===== src/rtl/alu_sequencer.sv =====
`default_nettype none
// ============================================================================
// Module      : alu_sequencer
// Description : Command-side initiator for a combinational 32-bit ALU.
//               Handles single-cycle ops and a shift-add unsigned multiply.
// Revision    : 1.0 - initial release
// ============================================================================
module alu_sequencer #(
    parameter int N = 32
) (
    input  logic         clk,
    input  logic         rst_n,
    input  logic         cmd_valid,
    output logic         cmd_ready,
    input  logic [2:0]   cmd_op,
    input  logic [N-1:0] cmd_a,
    input  logic [N-1:0] cmd_b,
    input  logic [3:0]   cmd_tag,
    output logic [N-1:0] alu_a,
    output logic [N-1:0] alu_b,
    output logic [3:0]   alu_sel,
    input  logic [N-1:0] alu_result,
    input  logic         alu_v,
    output logic         rsp_valid,
    input  logic         rsp_ready,
    output logic [N-1:0] rsp_result,
    output logic         rsp_z,
    output logic         rsp_n,
    output logic         rsp_v,
    output logic [3:0]   rsp_tag
);

    localparam int CNT_W = $clog2(N + 1);

    localparam logic [1:0] C_IDLE = 2'd0;
    localparam logic [1:0] C_EXEC = 2'd1;
    localparam logic [1:0] C_MUL  = 2'd2;
    localparam logic [1:0] C_RESP = 2'd3;

    localparam logic [2:0] C_OP_ADD = 3'd0;
    localparam logic [2:0] C_OP_SUB = 3'd1;
    localparam logic [2:0] C_OP_AND = 3'd2;
    localparam logic [2:0] C_OP_OR  = 3'd3;
    localparam logic [2:0] C_OP_SHR = 3'd4;
    localparam logic [2:0] C_OP_SHL = 3'd5;
    localparam logic [2:0] C_OP_MOV = 3'd6;
    localparam logic [2:0] C_OP_MUL = 3'd7;

    localparam logic [3:0] C_SEL_IDLE = 4'b0000;
    localparam logic [3:0] C_SEL_ADD  = 4'b0001;
    localparam logic [3:0] C_SEL_SUB  = 4'b0010;
    localparam logic [3:0] C_SEL_SHR  = 4'b0011;
    localparam logic [3:0] C_SEL_SHL  = 4'b0100;
    localparam logic [3:0] C_SEL_AND  = 4'b0101;
    localparam logic [3:0] C_SEL_OR   = 4'b0110;
    localparam logic [3:0] C_SEL_MOV  = 4'b0111;

    logic [1:0]       r_state;
    logic [2:0]       r_op;
    logic [N-1:0]     r_a;
    logic [N-1:0]     r_b;
    logic [3:0]       r_tag;
    logic [N-1:0]     r_acc;
    logic [N-1:0]     r_m;
    logic [N-1:0]     r_q;
    logic [CNT_W-1:0] r_cnt;
    logic             r_v_sticky;

    logic             w_mul_done;
    logic [3:0]       w_exec_sel;

    assign cmd_ready  = (r_state == C_IDLE);
    assign rsp_valid  = (r_state == C_RESP);
    assign w_mul_done = (r_q == '0) || (r_cnt == CNT_W'(N));

    always_comb begin
        w_exec_sel = C_SEL_IDLE;
        case (r_op)
            C_OP_ADD: w_exec_sel = C_SEL_ADD;
            C_OP_SUB: w_exec_sel = C_SEL_SUB;
            C_OP_AND: w_exec_sel = C_SEL_AND;
            C_OP_OR:  w_exec_sel = C_SEL_OR;
            C_OP_SHR: w_exec_sel = C_SEL_SHR;
            C_OP_SHL: w_exec_sel = C_SEL_SHL;
            C_OP_MOV: w_exec_sel = C_SEL_MOV;
            default:  w_exec_sel = C_SEL_IDLE;
        endcase
    end

    // ALU is only driven while it does useful work; otherwise it sees zeros.
    always_comb begin
        alu_a   = '0;
        alu_b   = '0;
        alu_sel = C_SEL_IDLE;
        if (r_state == C_EXEC) begin
            alu_a   = r_a;
            alu_b   = r_b;
            alu_sel = w_exec_sel;
        end else if (r_state == C_MUL && !w_mul_done) begin
            alu_a   = r_acc;
            alu_b   = r_m;
            alu_sel = C_SEL_ADD;
        end
    end

    always_ff @(posedge clk or negedge rst_n) begin
        if (!rst_n) begin
            r_state    <= C_IDLE;
            r_op       <= '0;
            r_a        <= '0;
            r_b        <= '0;
            r_tag      <= '0;
            r_acc      <= '0;
            r_m        <= '0;
            r_q        <= '0;
            r_cnt      <= '0;
            r_v_sticky <= 1'b0;
            rsp_result <= '0;
            rsp_z      <= 1'b0;
            rsp_n      <= 1'b0;
            rsp_v      <= 1'b0;
            rsp_tag    <= '0;
        end else begin
            case (r_state)
                C_IDLE: begin
                    if (cmd_valid) begin
                        r_op  <= cmd_op;
                        r_a   <= cmd_a;
                        r_b   <= cmd_b;
                        r_tag <= cmd_tag;
                        if (cmd_op == C_OP_MUL) begin
                            r_acc      <= '0;
                            r_m        <= cmd_a;
                            r_q        <= cmd_b;
                            r_cnt      <= '0;
                            r_v_sticky <= 1'b0;
                            r_state    <= C_MUL;
                        end else begin
                            r_state <= C_EXEC;
                        end
                    end
                end
                C_EXEC: begin
                    rsp_result <= alu_result;
                    rsp_z      <= (alu_result == '0);
                    rsp_n      <= alu_result[N-1];
                    rsp_v      <= ((r_op == C_OP_ADD) || (r_op == C_OP_SUB)) ? alu_v : 1'b0;
                    rsp_tag    <= r_tag;
                    r_state    <= C_RESP;
                end
                C_MUL: begin
                    if (w_mul_done) begin
                        rsp_result <= r_acc;
                        rsp_z      <= (r_acc == '0);
                        rsp_n      <= r_acc[N-1];
                        rsp_v      <= r_v_sticky;
                        rsp_tag    <= r_tag;
                        r_state    <= C_RESP;
                    end else begin
                        if (r_q[0]) begin
                            r_acc      <= alu_result;
                            r_v_sticky <= r_v_sticky | alu_v;
                        end
                        r_m   <= r_m << 1;
                        r_q   <= r_q >> 1;
                        r_cnt <= r_cnt + 1'b1;
                    end
                end
                C_RESP: begin
                    if (rsp_ready) begin
                        r_state <= C_IDLE;
                    end
                end
                default: r_state <= C_IDLE;
            endcase
        end
    end

endmodule
`default_nettype wire


===== config.mk =====
export PLATFORM = sky130hd
export DESIGN_NAME = alu_sequencer
export DESIGN_NICKNAME = d
export VERILOG_FILES = /design/src/rtl/alu_sequencer.sv
export SDC_FILE = /design/constraint.sdc
export NUM_CORES = 1
export LEC_CHECK = 0
export ABC_AREA = 0
export CORE_ASPECT_RATIO = 1.75
export CORE_MARGIN = 3
export CORE_UTILIZATION = 50
export DETAILED_ROUTE_END_ITERATION = 10
export GPL_ROUTABILITY_DRIVEN = 1
export PLACE_DENSITY = 0.79
export SETUP_SLACK_MARGIN = 0.3
export SYNTH_ARGS = -nofsm -noshare
export SYNTH_HDL_FRONTEND = slang
export SYNTH_SLANG_ARGS = --single-unit
export TNS_END_PERCENT = 5

===== constraint.sdc =====
create_clock -name clk -period 6.9 [get_ports clk]
set_input_delay 1.38 -clock clk [delete_from_list [all_inputs] [get_ports clk]]
set_output_delay 1.38 -clock clk [all_outputs]
set_load 0.02 [all_outputs]

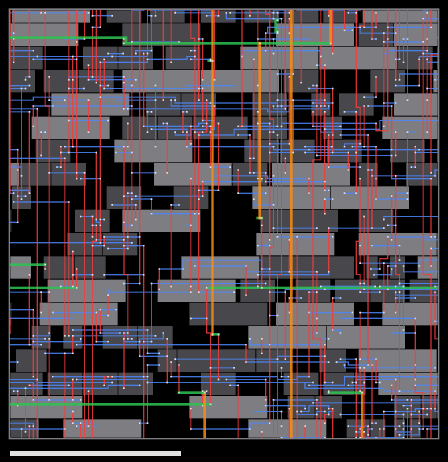
**Above:** run 1 (layout detail).
Scale bar: 20 um. Region (32, 112) to (82, 162) um. Cells in gray, sequential cells in the stronger gray; small squares are vias.
[green] met3
[orange] met4
[red] met2
[blue] met1
most frequent: mux2_2 (54), dfrtp_1 (35), nor4_1 (6)
cells with their middle in the window: 119
netlist names of flops here include: r_q (21), r_m (8), r_a (4)
sequential cells in the window: 35

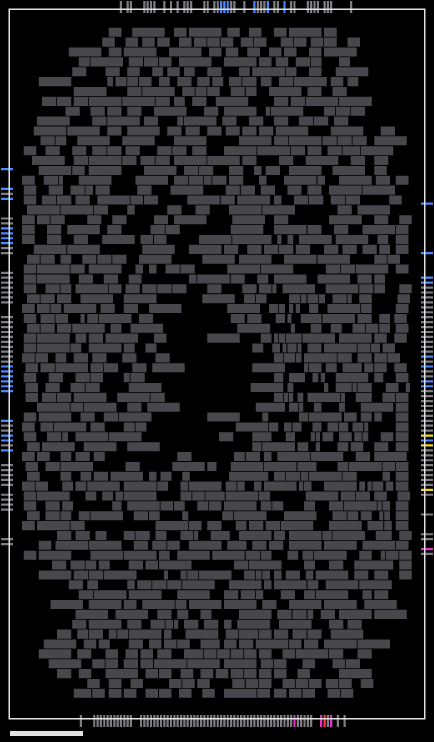
**Above:** run 1 (ports around the boundary).
Scale bar: 20 um. Pins as bars across the die edge, other pins in gray.
[yellow] cmd_op | pins: 3 | direction: input | edge: east
[red] rsp_n | pins: 1 | direction: output | edge: south
[magenta] cmd_tag | pins: 4 | direction: input | edge: 3 south, 1 east
[blue] cmd_a | pins: 32 | direction: input | edge: 17 west, 9 east, 6 north
all pins by edge: 71 south, 53 west, 52 east, 41 north

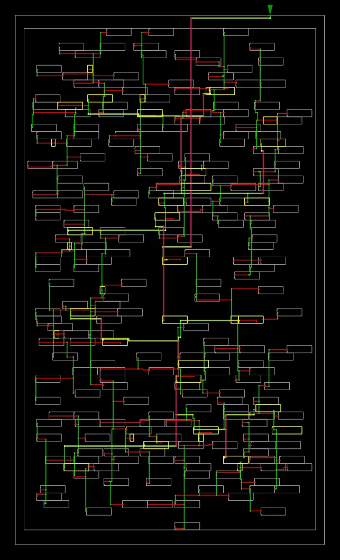
**Above:** run 1 (clock wiring as the flow saved it).
flop count: 214
CLK BUF: 26
later-pin clock latency in the skew report: 0.48 ns
Clock Skews: 0.0131 ns
CTS sink cnt: 214

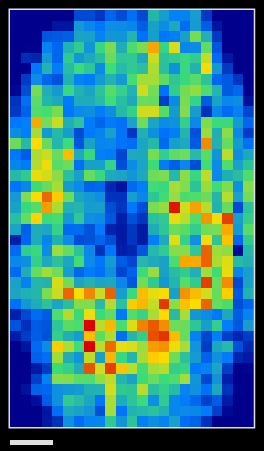
**Above:** run 1 (signal metal coverage by tile).
Scale bar: 20 um. 23 x 39 tiles, from dark blue (low) to red (high), scaled to the fullest tile. Values are wire area over tile area, all layers added.
fullest tile: 0.53
mean over tiles: 0.20
tiles over half the peak: 27%
nearly empty tiles: 7.9%
densest ninth of the die: south

==> run notes, run 1 <==
The family of cells with the greatest summed delay on the critical path is AND-OR/OR-AND gates. The largest part of the power goes to combinational cells. According to the I/O placement log, the pin count is 217. Per the OpenROAD floorplan log, the height of the die is 195 um.

The run gives 7960 as the via count of the first global-routing pass. The run gives 0.0132 sq mm as the post-layout instance area. TritonCTS built the clock tree. Tap insertion was completed with 245 tapcells.

The run gives 27500 um for the routed wire length. The worst setup path is launched from a flip-flop. The post-layout minimum cycle time came out at 4.77 ns. The net count of the mapped netlist was 866.

Across all hold checks on the routed design, the worst slack comes to 0.494 ns. The most frequent logic cell in the layout was sky130_fd_sc_hd__mux2_2. Yosys reported that registers with async set or reset make up 100%.

The count of cells in the finished layout, fillers not included, comes to 1202. Entering global routing, the biggest net connects 81 pins. In this run, the clock network consumes 17.0% of the power. The most common logic cells in the final layout are sky130_fd_sc_hd__mux2_2, sky130_fd_sc_hd__clkdlybuf4s50_1, sky130_fd_sc_hd__dfrtp_1. In the layout the tool counted multi-input logic cells amounting to 469. In this design, the stage delay of the slowest critical-path cell is 0.66 ns.

The logs give 29.2% for the met1 track utilization from global routing and 0.837 for the final weighted congestion in routability-driven placement. With the chip footprint at 0.0223 sq mm, the power density over the cells is 509 mW/mm^2. Logged for this run, the post-placement worst setup slack is 2.53 ns.

The count of input and output buffers was 215; the synthesized-area fraction occupied by ao, oa, aoi and oai cells was 9.65%. For the sequential cell area fraction in the yosys report, the log shows 52.4%. The wire length on met3 is 1340 um, and the net switching power is 2.44 mW. The synthesis log from Yosys contains 0 warnings.

The number of antenna violations at the first check in global routing is 0, and the total of plain and repair buffers excluding clock buffers is 225. The sequential power reported by the tool is 2.36 mW. The share of cell area taken by muxes after synthesis came out at 29.8%. The run gives 48.0% for the share of total power in combinational logic.

STA shows the worst reg2reg path with a cell count of 8. Library cell with the largest summed area after synthesis: sky130_fd_sc_hd__dfrtp_1. End of the critical path: alu_b[4].

The ratio of final minimum period to clock period works out to 69.2%. In the final layout, non-clock buffers account for 16.8% of the cell area. For the critical path required time, the log shows 5.52 ns. Transition time at the pin with the least slew margin: 1.07 ns. The launch point of the worst hold path was rsp_result[15]. Per the placement report, the placed cell count is 1166.

Overall power consumption after layout is estimated at 6.74 mW. STA puts the critical path data arrival time at 3.39 ns. The post-synthesis average cell area was 13.6 sq um; the switching part of the total power was 36.2%.

The combined flip-flop and latch cell area was 0.00536 sq mm. Per report_power, the Combinational row totals 3.23 mW. The number of distinct library cells after synthesis is 41, and the clock-cell share of area is 5.15%. The type of the setup path with the least slack is reg2out. The synthesis report lists the most area-consuming cells as sky130_fd_sc_hd__dfrtp_1, sky130_fd_sc_hd__mux2_2, sky130_fd_sc_hd__a22o_1. The CTS report gives the tree buffer count as 20. The tools report the maximum vdd drop as 0.460 mV. The area taken by multi-input combinational cells is reported as 0.00462 sq mm.

The number of ordinary inverters in the final layout was 13. For this sky-water flow run, the detailed-routed wirelength per cell is reported as 22.8 um. Of the total standard cell area in the layout, the multi-input combinational portion is 34.9%. The report shows a maximum critical-path fanout of 41. The region available for standard cell placement spans 0.0199 sq mm. In the synthesized netlist the dominant register cell turns out to be sky130_fd_sc_hd__dfrtp_1. Timing-limited maximum frequency: 0.209 GHz.

The first global-routing pass estimated 43800 um of wire. Summing the areas of all fa, ha and maj instances in the mapped netlist gives 0.979% of the synthesized area. The run gives 0 for the count of endpoints failing hold in the final timing report. The chip area line in the Yosys stat output reads 0.0102 sq mm. Counting along the longest clock path gives a buffer depth of 3. Routing resource usage on met3 recorded by global route was 3.47%. With the clock-pin slew on the worst setup and hold paths at 0.06 ns, the number of post-CTS setup repair buffers is 0.

Portion of synthesized cell area occupied by the leading cell type: 52.4%. The first routing iteration left 354 violations. The repair_antennas step left the layout with diodes totalling 0.

The internal power summed over all cells came out at 4.30 mW. The worst pin sits at a relative slew slack of 28.9%. Summing over the stages, the warning tally comes to 31.

STA classifies the critical path endpoint as a primary output. Yosys stat counts 750 cells in the synthesized netlist. After detailed routing, the met2 layer carries 14900 um of wire. In the final report, the number of endpoints failing setup comes to 0.

In this run, synthesis inferred 0 flip-flops with an integrated enable. Setup slack on the critical path of the routed design comes to 2.13 ns. The run finished with clean final reports. Classification of the worst-slack hold path: reg2reg. Traced cell by cell, the critical path runs through nor4_1 > nand4_1 > o21ai_2 > nor3_2 > buf_4 > a22o_1 > clkdlybuf4s50_1. Startpoint of the worst register-to-register path: r_state[0].

For reference, the final report shows the max-slew violation count at 0. For the length of routed wiring on met1, the log shows 10100 um. The die is 114 um wide. Cells with a size suffix above 1 make up 32.3% of the layout. The global-route congestion overflow total was 0; the simple-gate share of the synthesized area was 4.09%. Of the total standard cell area in the layout, the sequential portion is 40.4%.

The worst reg2reg path endpoint was r_q[8]. Between the synthesized netlist and the finished layout, the area growth was recorded as 29.5%. Looking at the area split, the leading class of cells is sequential cells.

The first TritonRoute pass finished after 4 iterations. In the synthesized netlist, the cells that appear most often are sky130_fd_sc_hd__mux2_2, sky130_fd_sc_hd__dfrtp_1, sky130_fd_sc_hd__a22o_1. Once the floorplan was initialized, standard cells occupied 51.4% of the core. The logs give 7131 for the via count of the routed design and 35.0% for the register share of total power. Once layout is complete, the utilization of the core stands at 66.5%. After filler insertion, the fill cell instance count of the layout stands at 1543. In the hold report, the worst path ends at rsp_result[15]. The average vias per placed instance was 5.93. The maximum level of the CTS H-tree was 1. The number of cells upsized or downsized after cts came out at 0. The global-route layer with the greatest usage is met2.

The slowest cell on the critical path is sky130_fd_sc_hd__o21ai_2. The run gives 0.0856% for the xor/xnor cell area share of the yosys netlist. The top cell type by instance count after synthesis is sky130_fd_sc_hd__mux2_2. The run gives 0.0102 sq mm as the synthesized area.

The floorplan has 68 rows. Summed over all failing endpoints, the final setup total negative slack is 0 ns. Master cell of the clock root buffer: sky130_fd_sc_hd__clkbuf_16. The global routing report lists met2 layer usage as 45.2%.

Post-synthesis instance total: 750. Walking the critical path from launch to capture passes 7 cell instances. Hold repair after CTS inserted 0 buffers. Signal nets in the final route climb as high as met4. Summed over all routing layers, the global router reports a total usage of 24.9%.
**Run 1: the metal 1 layer**

Scale bar: 20 um.
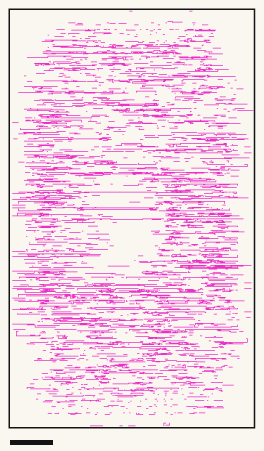

==> run 2, diff against run 1 <==
==> constraint.sdc (replaced) <==
create_clock -name clk -period 4.7 [get_ports clk]
set_input_delay 0.94 -clock clk [delete_from_list [all_inputs] [get_ports clk]]
set_output_delay 0.94 -clock clk [all_outputs]
set_load 0.02 [all_outputs]
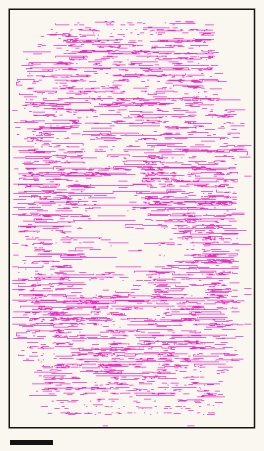
**Above:** run 2 (the metal 1 layer).
Scale bar: 20 um.
share of all routed wire: 37%
main direction: horizontal
nets with wire on the layer: 955
longest straight run: 74.1 um
wire length on this layer: 10500 um

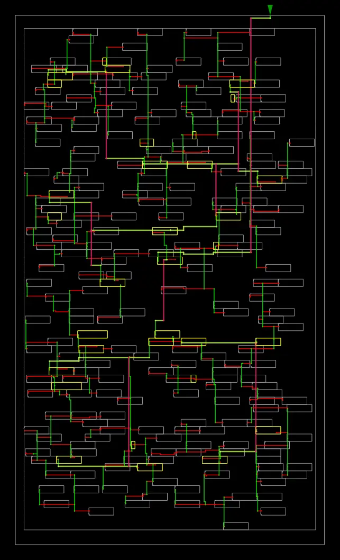
**Above:** run 2 (clock wiring as the flow saved it).
number of clock buffers inserted by TritonCTS: 20
CLK BUF: 28
later-pin clock latency in the skew report: 0.49 ns
Clock Skews: 0.0141 ns
Clk power: 1.65 mW

==> run 2 against run 1 <==
Against the previous run: synthesized cell count did not move; combinational power rose by 48%; global-route usage rose by 0.33 points; sequential share of layout area barely moved; wire length rose by 3.5%; count of clock-buffer cells in the layout rose by 2; die area did not move; final area barely moved; flip-flop count did not move; first-iteration DRC count rose by 11%.
==> run notes, run 2 <==
For the area reported by Yosys stat, the log shows 0.0102 sq mm. The master cell of the clock root buffer was sky130_fd_sc_hd__clkbuf_16. The global-route wire length before repair was 44200 um; the area used by multi-input combinational logic was 0.00462 sq mm. After routing the design area is 0.0132 sq mm.

The portion of synthesized cell area occupied by the leading cell type works out to 52.4%. Sorting the synthesis cell report by count puts at the top sky130_fd_sc_hd__mux2_2. The detailed router placed 7216 vias in this run. Setup repair after global routing left no endpoint under its margin. The run gives 1169 as the total instance count after detailed placement. Global routing consumed, over all layers together, 25.3% of the routing resources. The flow ran to the end, and the final reports show no timing, DRC or antenna violations.

The number of cells on the critical path came out at 7. Number of distinct library cells after synthesis: 41. The total of plain and repair buffers excluding clock buffers came out at 228. For reference, the top cells by count after synthesis are sky130_fd_sc_hd__mux2_2, sky130_fd_sc_hd__dfrtp_1, sky130_fd_sc_hd__a22o_1. The run gives 3.38% for the met3 usage in global routing. With the area growth from synthesis to layout at 29.5%, the global-route congestion overflow total is 0.

Tapcell count: 245. The critical path in this run is classified as reg2out. In the hold report, the worst path ends at rsp_result[15]. With the post-synthesis instance total at 750, the net count of the mapped netlist is 866. STA on the placed design reports a worst setup slack of 1.03 ns. Per the placement log, port buffering inserted 215 buffers. Final hold analysis gives a worst-case slack of 0.492 ns. With the sequential portion of the cell area at 40.4%, the adder-cell area share of the yosys netlist is 0.979%. The internal power of the cells totals 6.30 mW. TritonCTS built the clock tree. Signal nets in the final route climb as high as met4.

The logs give 0 for the number of buffers inserted for hold repair after clock tree synthesis and 35.1% for the register share of total power. Per the synth stats, the flop cell with the highest instance count is sky130_fd_sc_hd__dfrtp_1. Warnings reported by Yosys during synthesis add up to 0. Per the area breakdown, the dominant cell category is sequential cells. The transition time at the pin with the least slew margin is 1.13 ns, and the number of cells upsized or downsized after cts is 0. The clock network is responsible for 16.6% of the overall power.

The overall die size recorded for this design is 0.0223 sq mm. The top cell types in the final layout, fill and taps aside, are sky130_fd_sc_hd__mux2_2, sky130_fd_sc_hd__clkdlybuf4s50_1, sky130_fd_sc_hd__dfrtp_1. Number of post-CTS setup repair buffers: 0. The dominant power group in this design is combinational cells.

By area the synthesized netlist is led by sky130_fd_sc_hd__dfrtp_1, sky130_fd_sc_hd__mux2_2, sky130_fd_sc_hd__a22o_1. Per Yosys stat, the portion of area used by sequential elements is 52.4%. Measured in cells, the most critical reg-to-reg path has a length of 5. Counting only logic cells after layout, the most numerous master is sky130_fd_sc_hd__mux2_2. In the global route stage, met2 resource usage came out at 45.7%. The number of enable flip-flop cells is 0, and the maximum number of pins on one net before global-route repair is 106. Dividing the final minimum period by the clock period gives 89.1%. Per the breakdown, switching nets consume 36.4% of all power.

The combinational power reported by the tool is 4.79 mW. The longest individual stage delay on the worst path is 0.68 ns, and the number of placement rows is 68. In the detailed route, the total length drawn on met3 is 1410 um.

The net switching power came out at 3.61 mW. The length of routed met2 wiring was 15100 um; the clock-cell share of area was 4.92%. The worst pin sits at a relative slew slack of 24.9%.

Via count of the first global-routing pass: 7823. The final layout report lists a filler cell count of 1551. The die is 195 um tall. The tools report the number of antenna violations at the first check in global routing as 0. The share of cell area taken by muxes after synthesis works out to 29.8%. Among all stages on the critical path, the largest delay is contributed by sky130_fd_sc_hd__clkdlybuf4s50_1. The maximum buffer depth of the clock tree is 3. The cell type that accounts for the most area after synthesis is sky130_fd_sc_hd__dfrtp_1.

With the power attributed to sequential cells at 3.48 mW, the share of total power in combinational logic is 48.3%. The report lists the power per cell area as 748 mW/mm^2. For the length of routed wiring on met1, the log shows 10500 um. With the non-clock buffer share of cell area at 17.1%, the highest fanout seen on the critical path is 38. Once layout is complete, the utilization of the core stands at 66.5%. The number of ordinary inverters in the final layout works out to 13.

The number of sequential cells reported for the layout is 214. Global routing consumed, on the met1 layer, 29.3% of the routing resources. The run gives 0.06 ns for the clock-pin slew on the worst setup and hold paths. The layout report lists the combined flip-flop and latch area as 0.00536 sq mm. On the critical path the data arrives at 3.25 ns. Number of ports placed on the die boundary: 217. Of the total synthesized cell area, the portion taken by AND-OR and OR-AND cells is 9.65%. The final timing report lists a hold violation count of 0. The congestion estimate from routability-driven global placement came to 0.837.

The run gives 1 as the maximum level of the CTS H-tree. Looking at the VDD voltage map, the peak drop is 0.472 mV. Excluding fillers, the count of instances in the completed layout stands at 1201.

The average vias per placed instance works out to 6.01. In this run the critical register-to-register path is captured at r_acc[13]. Yosys stat counts 750 cells in the synthesized netlist.

The overall die width came out at 114 um. The startpoint identified for the worst hold timing path is rsp_result[15]. Per the timing report, the achievable frequency comes out to 0.239 GHz. The final antenna diode tally reported by the flow is 0.

For this block, the initial DRC count from the detailed router was 394. The startpoint identified for the worst register-to-register timing path is r_state[0]. In this run the worst hold path is classified as reg2reg. The run gives 9.91 mW as the sum of internal, switching and leakage power. The post-route netlist has 32.2% of its cells at a drive strength greater than 1.

Per STA, the worst path is made up of inv_1 > ha_4 > inv_1 > nor3_2 > buf_4 > a22o_1 > clkdlybuf4s50_1. From the final report, the count of setup violators was given as 0. The family of cells with the greatest summed delay on the critical path was buffers and inverters. The first TritonRoute pass finished after 5 iterations. OpenSTA lists the critical path endpoint as alu_a[17]. Once the floorplan was initialized, standard cells occupied 51.4% of the core. The critical path in the final layout is reported with a setup slack of 0.510 ns. A synthesized cell averages 13.6 sq um.

Before any placement, the netlist area is recorded as 0.0102 sq mm. STA classifies the critical path startpoint as a flip-flop. STA classifies the critical path endpoint as a primary output.
Power and IR drop assume default switching activity.
